==> config.mk <==
export PLATFORM = sky130hd
export DESIGN_NAME = alu_seq
export DESIGN_NICKNAME = d
export VERILOG_FILES = /design/src/rtl/alu_seq.sv
export SDC_FILE = /design/constraint.sdc
export NUM_CORES = 1
export LEC_CHECK = 0
export CAP_MARGIN = 20
export CORE_ASPECT_RATIO = 1.2
export CORE_MARGIN = 2
export CORE_UTILIZATION = 25
export CTS_CLUSTER_DIAMETER = 50
export CTS_CLUSTER_SIZE = 14
export DETAILED_ROUTE_END_ITERATION = 8
export GPL_TIMING_DRIVEN = 1
export MAX_ROUTING_LAYER = met4
export PLACE_DENSITY = 0.42
export SLEW_MARGIN = 10
export SYNTH_ARGS = -nofsm -noshare
export SYNTH_HDL_FRONTEND = slang
export SYNTH_SLANG_ARGS = --single-unit
==> constraint.sdc <==
create_clock -name clk -period 3.6 [get_ports clk]
set_input_delay 0.36 -clock clk [delete_from_list [all_inputs] [get_ports clk]]
set_output_delay 0.36 -clock clk [all_outputs]
set_load 0.01 [all_outputs]
==> src/rtl/alu_seq.sv <==
// alu_seq: sequential ALU feeding the accumulator's data_in/load.
// One operation per start pulse: IDLE -> EXEC (-> MUL) -> WB.
// The result and flags are registered on entry to WB. In WB, ac_load and
// done pulse for one cycle.
// Optional feature macro: ALU_MUL_EN.
//   Defined:   opcode 111 is an unsigned shift-add multiply taking WIDTH
//              extra cycles.
//   Undefined: opcode 111 passes b through in a single cycle.
module alu_seq #(
  parameter int WIDTH = 8
) (
  input  logic             clk,
  input  logic             rst_n,
  input  logic             start,
  input  logic [2:0]       opcode,
  input  logic [WIDTH-1:0] a,
  input  logic [WIDTH-1:0] b,
  output logic             busy,
  output logic [WIDTH-1:0] result,
  output logic             ac_load,
  output logic             done,
  output logic             carry,
  output logic             zero
);

  typedef enum logic [1:0] {S_IDLE, S_EXEC, S_MUL, S_WB} state_t;

  localparam logic [2:0] OP_ADD = 3'b000;
  localparam logic [2:0] OP_SUB = 3'b001;
  localparam logic [2:0] OP_AND = 3'b010;
  localparam logic [2:0] OP_OR  = 3'b011;
  localparam logic [2:0] OP_XOR = 3'b100;
  localparam logic [2:0] OP_SHL = 3'b101;
  localparam logic [2:0] OP_SHR = 3'b110;
  localparam logic [2:0] OP_EXT = 3'b111;

  state_t           state_q, state_d;
  logic [2:0]       op_q, op_d;
  logic [WIDTH-1:0] a_q, a_d;
  logic [WIDTH-1:0] b_q, b_d;
  logic [WIDTH-1:0] result_q, result_d;
  logic             carry_q, carry_d;
  logic             zero_q, zero_d;

`ifdef ALU_MUL_EN
  localparam int CW = (WIDTH > 1) ? $clog2(WIDTH) : 1;
  localparam logic [CW-1:0] CNT_LAST = CW'(WIDTH - 1);

  logic [2*WIDTH-1:0] prod_q, prod_d;
  logic [CW-1:0]      cnt_q, cnt_d;
  logic [2*WIDTH-1:0] partial;
`endif

  // State and datapath registers; reset aborts any operation in flight
  always_ff @(posedge clk or negedge rst_n) begin
    if (!rst_n) begin
      state_q  <= S_IDLE;
      op_q     <= '0;
      a_q      <= '0;
      b_q      <= '0;
      result_q <= '0;
      carry_q  <= 1'b0;
      zero_q   <= 1'b0;
`ifdef ALU_MUL_EN
      prod_q   <= '0;
      cnt_q    <= '0;
`endif
    end else begin
      state_q  <= state_d;
      op_q     <= op_d;
      a_q      <= a_d;
      b_q      <= b_d;
      result_q <= result_d;
      carry_q  <= carry_d;
      zero_q   <= zero_d;
`ifdef ALU_MUL_EN
      prod_q   <= prod_d;
      cnt_q    <= cnt_d;
`endif
    end
  end

  // Next-state logic; start is only looked at in IDLE, so there is no queueing
  always_comb begin
    state_d = state_q;
    case (state_q)
      S_IDLE: if (start) state_d = S_EXEC;
`ifdef ALU_MUL_EN
      S_EXEC: state_d = (op_q == OP_EXT) ? S_MUL : S_WB;
      S_MUL:  if (cnt_q == CNT_LAST) state_d = S_WB;
`else
      S_EXEC: state_d = S_WB;
`endif
      S_WB:   state_d = S_IDLE;
      default: state_d = S_IDLE;
    endcase
  end

  // Output decode from the registered state
  always_comb begin
    busy    = (state_q != S_IDLE);
    ac_load = (state_q == S_WB);
    done    = (state_q == S_WB);
  end

  // Datapath: latch operands on accept, compute in EXEC/MUL, commit on entry to WB
  always_comb begin
    logic [WIDTH-1:0] alu_r;
    logic             alu_c;
    logic             alu_commit;
    op_d       = op_q;
    a_d        = a_q;
    b_d        = b_q;
    result_d   = result_q;
    carry_d    = carry_q;
    zero_d     = zero_q;
    alu_r      = '0;
    alu_c      = 1'b0;
    alu_commit = 1'b0;
`ifdef ALU_MUL_EN
    prod_d     = prod_q;
    cnt_d      = cnt_q;
    partial    = b_q[cnt_q] ? ({{WIDTH{1'b0}}, a_q} << cnt_q) : '0;
`endif
    case (state_q)
      S_IDLE: begin
        if (start) begin
          op_d = opcode;
          a_d  = a;
          b_d  = b;
        end
      end
      S_EXEC: begin
        alu_commit = 1'b1;
        case (op_q)
          OP_ADD: {alu_c, alu_r} = {1'b0, a_q} + {1'b0, b_q};
          OP_SUB: begin
            alu_r = a_q - b_q;
            alu_c = (a_q < b_q);
          end
          OP_AND: alu_r = a_q & b_q;
          OP_OR:  alu_r = a_q | b_q;
          OP_XOR: alu_r = a_q ^ b_q;
          OP_SHL: {alu_c, alu_r} = {a_q, 1'b0};
          OP_SHR: begin
            alu_r = {1'b0, a_q[WIDTH-1:1]};
            alu_c = a_q[0];
          end
          default: begin
`ifdef ALU_MUL_EN
            // Multiply: start a fresh product, commit later from MUL
            alu_commit = 1'b0;
            prod_d     = '0;
            cnt_d      = '0;
`else
            // Pass-through of the memory operand
            alu_r = b_q;
`endif
          end
        endcase
        if (alu_commit) begin
          result_d = alu_r;
          carry_d  = alu_c;
          zero_d   = (alu_r == '0);
        end
      end
`ifdef ALU_MUL_EN
      S_MUL: begin
        // One multiplier bit per cycle, LSB first
        prod_d = prod_q + partial;
        cnt_d  = cnt_q + 1'b1;
        if (cnt_q == CNT_LAST) begin
          result_d = prod_d[WIDTH-1:0];
          carry_d  = |prod_d[2*WIDTH-1:WIDTH];
          zero_d   = (prod_d[WIDTH-1:0] == '0);
        end
      end
`endif
      default: ;
    endcase
  end

  assign result = result_q;
  assign carry  = carry_q;
  assign zero   = zero_q;

endmodule

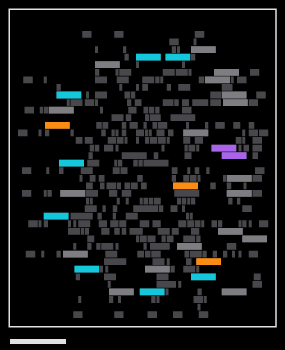
flops_by_reg.png
Bar = 20 um. Other sequential cells in the stronger grey, the rest of the logic in the fainter grey.
legend:
  `state_q`:
    colour: purple
    flops: 2
  `b_q`:
    colour: cyan
    flops: 8
  `op_q`:
    colour: orange
    flops: 3
not coloured: 18

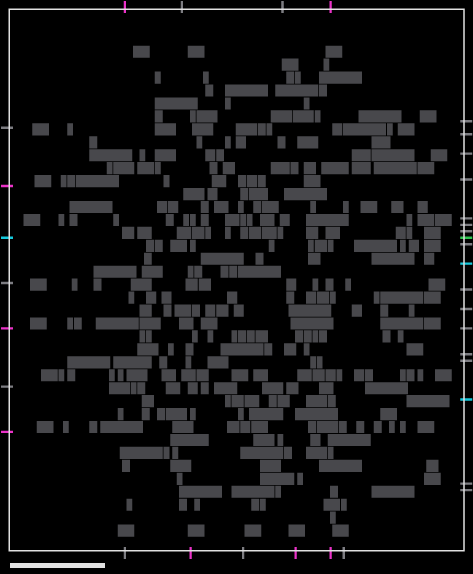
io_placement.png
Bar = 20 um. Pins as bars across the die edge, other pins in grey.
legend:
  `ac_load`:
    colour: green
    pins: 1
    direction: output
    edge: east
  `opcode`:
    colour: cyan
    pins: 3
    direction: input
    edge: 2 east, 1 west
  `a`:
    colour: magenta
    pins: 8
    direction: input
    edge: 3 south, 3 west, 2 north
all pins by edge: 18 east, 7 west, 6 south, 4 north

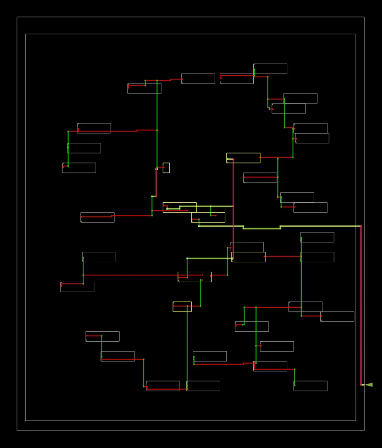
clocks.png
Flops: 31
Clk. pwr: 0.431 mW

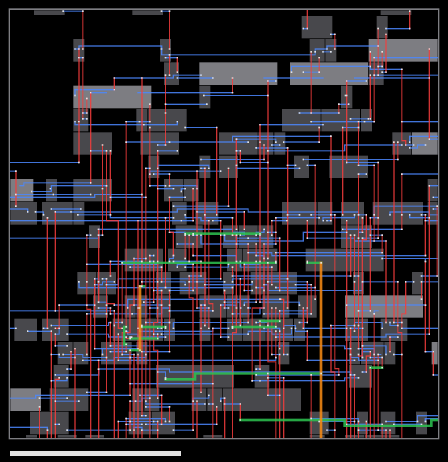
detail.png
Bar = 20 um. Window x 23 to 73, y 54 to 104 um. Cells in grey, sequential cells in the stronger grey; small squares are vias.
legend:
  metal 3:
    colour: green
  metal 1:
    colour: blue
  metal 2:
    colour: red
  metal 4:
    colour: orange
netlist names of flops here include: `a_q` (2), `b_q` (2)
cells with their middle in the window: 111
most frequent: nor2_1 (14), ha_1 (11), o21ai_0 (10)
sequential cells in the window: 5

## power groups by stage
stage               clock [mW]  sequential [mW]  combinational (mW)
floorplan                    0            0.668                1.62
global placement             0            0.699                2.21
detailed placement           0            0.699                2.21
CTS                      0.442            0.694                2.22
global route             0.456            0.722                2.47
finish                   0.431            0.691                2.22
## state kept, by name (all words and copies together), names as in the netlist
signal   cells
b_q          8
carry        1
result       8
zero         1
state_q      2
op_q         3
a_q          8
## metal layers
metal  global-route usage  vias up  share of wire
li1                     -     1104              -
met5                    -        -              0
met3               0.0231       11          0.037
met1                0.182     1041           0.47
met4               0.0367        0          0.014
met2                0.239       60           0.48
## metrics by stage
step / power (mW) / worst slack, ps / instance area, um2 / hold WS [ps]
detailed placement: 2.91 / 722 / 2930 / 447
CTS: 3.36 / 691 / 3070 / 453
global route: 3.65 / 573 / 3070 / 492
finish: 3.34 / 699 / 3070 / 453
global placement: 2.91 / 802 / 2930 / 439
floorplan: 2.29 / 1070 / 2500 / 64.4
## layout make-up
| class | count | area [um2] |
|---|---|---|
| clock inverter | 1 | 5.00 |
| sequential | 31 | 776 |
| multi-input combinational | 219 | 1510 |
| timing repair buffer | 39 | 378 |
| inverter | 30 | 113 |
| tap | 123 | 154 |
| clock buffer | 6 | 139 |
| fill | 1028 | 6540 |
## how the worst max path moves through the flow
| stage | startpoint | endpoint | slack [ps] | depth (start not counted) |
|---|---|---|---|---|
| after floorplan | a_q[2] | zero | 1070 | 10 |
| after global placement | a_q[2] | zero | 800 | 9 |
| after detailed placement | a_q[2] | zero | 720 | 9 |
| after CTS | a_q[2] | zero | 690 | 9 |
| after global routing | a_q[2] | zero | 570 | 9 |
| final | a_q[2] | zero | 700 | 9 |
==> results.json <==
{
  "avgRoutedWirePerCell_um": 16.1,
  "cp_top_family": "AND-OR/OR-AND gates",
  "dp_hpwl_um": 5190,
  "synthMostInstantiatedCell": "o21ai_0",
  "leakage_nw": 1.31,
  "period_used_share": 0.806,
  "p_seq_frac": 0.207,
  "async_flop_share": 1.00,
  "netlist_area_mm2": 0.00250,
  "synth_nets": 346,
  "portBuffers": 34,
  "slowest_stage": "ha_1",
  "slew_headroom": 0.562,
  "powerDensity_mw_per_mm2": 1090,
  "antenna_left": 0,
  "die.size.y_um": 113,
  "ys_warn_count": 0,
  "htreeDepth": 2,
  "ys_cells": 298,
  "initCoreUtil": 0.260,
  "first_global_vias": 2239,
  "grt_pass1_wl_um": 11800,
  "tool_warnings": 42,
  "final_nets": 374,
  "drv_cap": 0,
  "io_pins": 35,
  "finalCriticalPeriod_ps": 2900,
  "rsz0062_at_grt": "no",
  "fin_util": 0.320,
  "track_usage": 0.144,
  "clk_pin_slew_ps": 60,
  "critical_path.max_stage_delay_ps": 450,
  "yosys-top-cells-count": "o21ai_0 (33), dfrtp_1 (31), nand2_1 (30)",
  "antenna_found_initial": 0,
  "layout_top_cell": "clkdlybuf4s50_1",
  "drcViolationCount": 0,
  "min_to": "state_q[0]",
  "die_width_um": 95.2,
  "ys_area_mm2": 0.00250,
  "syn-instance-count": 298,
  "top_area_frac": 0.311,
  "finalSetupTns_ps": 0,
  "cp_data_arrival_time_ps": 3070,
  "finalHoldViolations": 0,
  "ir_drop_mv": 0.254,
  "cts_hold_buf": 0,
  "cts_resized": 0,
  "critPathLaunchType": "register",
  "syn2layout_area_growth_pct": 23.1,
  "logic_family": "AND-OR/OR-AND gates",
  "num_rows": 39,
  "numCtsBuffers": 5,
  "path_max_fanout": 7,
  "drive_gt1_frac": 0.0798,
  "ys_sh_xor": 0.0175,
  "combPwrFrac": 0.664,
  "clock_latency_ps": 280,
  "overflow": 0,
  "place.gp.congestion": 0.829,
  "cts_tree": "built",
  "status": "complete, no violations",
  "wl_um": 7210,
  "ys_sh_simple": 0.149,
  "ys_sh_mux": 0.0481,
  "path_class": "register to register",
  "ys.flops": 31,
  "dieArea_mm2": 0.0108,
  "tightestPinTransition_ps": 656,
  "setup_viol": 0,
  "p_clk_frac": 0.129,
  "min-delay-start": "state_q[1]",
  "place_inst": 442,
  "synth_top_flop_cell": "dfrtp_1",
  "dr.pass1.iters": 4,
  "coreArea_mm2": 0.00961,
  "sw_frac_of_total": 0.481,
  "drt_iter0_drc": 130,
  "vias_per_cell": 4.94,
  "adder_share": 0.136,
  "r2r_end": "zero"
}
Power and IR drop assume default switching activity.
